**Routing congestion map**

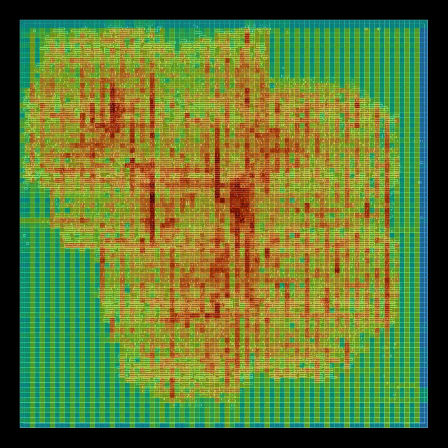
**Close-up of the layout**

Scale bar: 10 microns. Region (402, 121) to (442, 161) microns. Cells in grey, sequential cells in the stronger grey; small squares are vias.
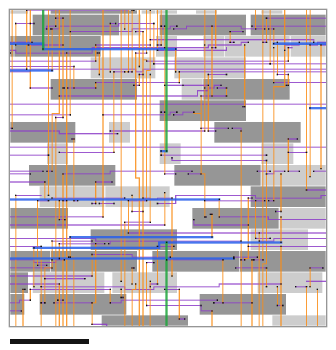
**Metal 1**

Scale bar: 200 microns. Supply wires on this layer in grey.
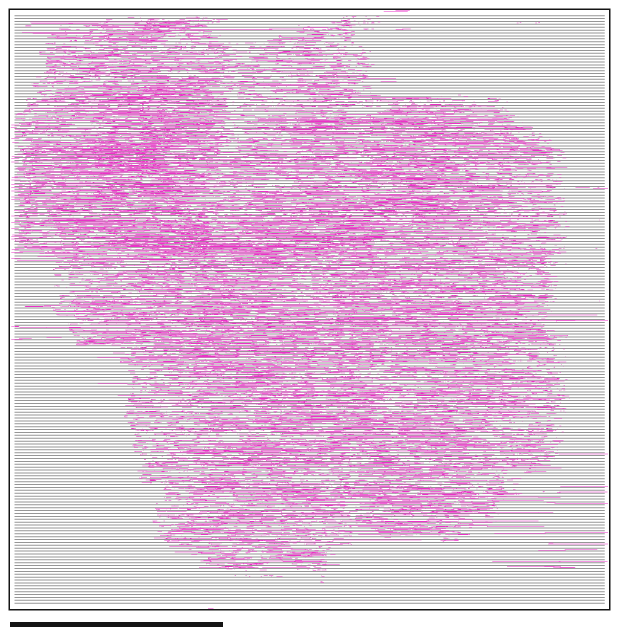
**Metal 3**

Scale bar: 200 microns. Cells faint in the background.
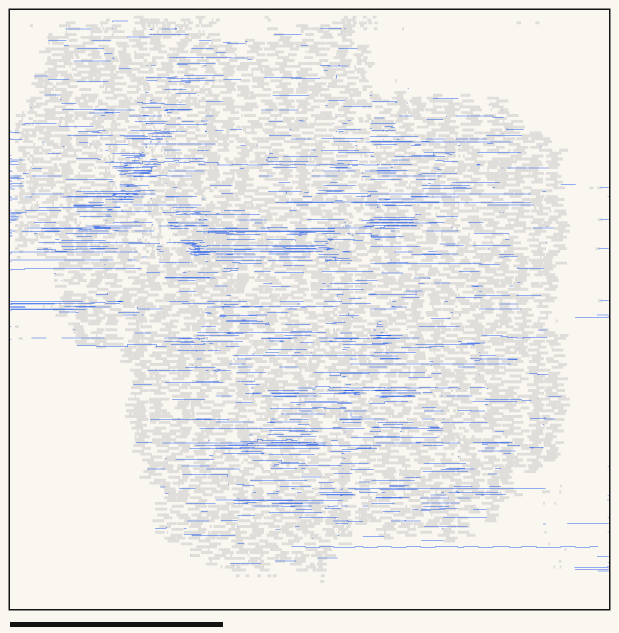
==> config.mk <==
export PLATFORM = sky130hd
export DESIGN_NAME = c2c_r_icache_flat
export DESIGN_NICKNAME = d
export VERILOG_FILES = /design/src/rtl/c2c_r_icache_if.sv /design/src/rtl/c2c_r_icache.sv /design/src/flat_wrapper.sv
export SDC_FILE = /design/constraint.sdc
export NUM_CORES = 2
export LEC_CHECK = 0
export ABC_CLOCK_PERIOD_IN_PS = 4050
export CORE_MARGIN = 4
export CORE_UTILIZATION = 32
export CTS_CLUSTER_DIAMETER = 30
export CTS_CLUSTER_SIZE = 28
export DETAILED_ROUTE_END_ITERATION = 16
export GPL_ROUTABILITY_DRIVEN = 0
export GPL_TIMING_DRIVEN = 0
export PLACE_DENSITY = 0.5
export SYNTH_ARGS = -nofsm -noshare
export SYNTH_HDL_FRONTEND = slang
export SYNTH_SLANG_ARGS = --single-unit
==> constraint.sdc <==
create_clock -name clk -period 4.05 [get_ports clk]
set_input_delay 0.81 -clock clk [delete_from_list [all_inputs] [get_ports clk]]
set_output_delay 0.81 -clock clk [all_outputs]
set_load 0.02 [all_outputs]
==> design notes <==
Per the slew report, the remaining headroom to the max-slew limit stands at 0.343%. After detailed routing, the number of remaining DRC violations is 0. The run finished, with violations left. The fraction of the yosys area taken by sequential cells is 76.9%.

The power report lists the clock group at 43.6 mW. Including well taps, the total number of placed cells is 8,498. The logs give a warning total of 37. In the synthesized netlist, the number of instances is 4,142.

The final worst slack is -0.0201 ns. The worst setup path is launched from an input port. The checks that failed: max-capacitance violations, negative setup slack.

Once placement finished, the instance area stood at 0.108 sq mm. The run gives 21.5 mm as the met3 wire length. Per the synthesis report, the dominant area consumer among library cells is edfxtp_1. Fmax: 246 MHz. The overall die area is 0.317 sq mm. TritonCTS built the clock tree. For reference, full adder, half adder and majority cells occupy 0.0508% of the area reported after synthesis. In the layout the commonest cells are edfxtp_1 (2,432), mux4_2 (754), clkbuf_16 (545).

Per the synthesis report, the AND-OR/OR-AND share of the synthesized area is 1.14%. The number of maximum-capacitance constraint violations is 1, and the post-layout net count is 5,017. The layout stage reports a final design area of 0.127 sq mm. The design received a total of 4,100 well taps at floorplan. The synthesized netlist has a Yosys-reported chip area of 0.0985 sq mm. The core region is 0.306 sq mm. For the part of the total power dissipated in the clock network, the log shows 52.6%. For the met1 layer wirelength in the final routing, the log shows 124 mm.

Counting along the longest clock path gives a buffer depth of 4. The total of endpoints with negative setup slack in the final report is 3. The run gives 24.2% for the switching share of total power. As reported, the later end of the worst-skew pair has a clock insertion delay of 1.00 ns.

With the total of warnings raised by yosys at 0, the number of global-route vias before repair is 51,400. The total number of clock tree sinks is 2,544. The internal power was 62.8 mW; the power density over the cells was 653 mW/mm^2.
-- 'routing congestion map' (at the start) --
average routed wire per standard cell: 31.9 microns
final core utilization: 41.3%
met3 usage: 3.99%
global-route layer with the greatest usage: met2

-- 'close-up of the layout' (at the start) --
Key: green = M4; orange = M2; purple = M1; blue = M3
Most frequent: edfxtp_1 (21), mux4_2 (8), buf_4 (5). Sequential cells in the window: 21. 42 logic cells have their middle in the window.

-- 'metal 1' (at the start) --
The layer holds 41% of the routed length. The wires run mostly horizontal.
WL final: 303 mm
Via Count: 49,400
met1 routing resource usage after global routing: 25.4%

-- 'metal 3' (at the start) --
The layer carries 21.5 mm of wire. The longest straight run is 185 microns. 592 nets have wire on it.

[cell usage after synthesis (6+ instances only)]
master	number
a21oi_1	49
mux2_2	122
xnor2_1	21
o31ai_1	6
a22oi_1	8
o221ai_1	7
edfxtp_1	2432
clkbuf_1	59
buf_1	17
mux4_2	754
nor2_1	124
nor3_1	6
a211oi_1	8
o41ai_1	12
dfrtp_1	112
buf_4	35
buf_2	92
nor2b_1	14
xor2_1	8
inv_1	16
mux2i_1	61
nand3_1	11
o22ai_1	12
nand2_1	38
nand2b_1	7
buf_6	23
o21ai_0	22
[worst max-delay path, stage by stage]
cell and delay, ns:
clkdlybuf4s50_1 0.64, clkbuf_2 0.37, clkbuf_4 0.42, clkbuf_8 0.35
clkbuf_2 0.47, mux4_2 0.57, mux4_2 0.51, mux2_2 0.35
mux2_2 0.29
Power figures rest on the tool's default switching activity, not on a simulated workload.
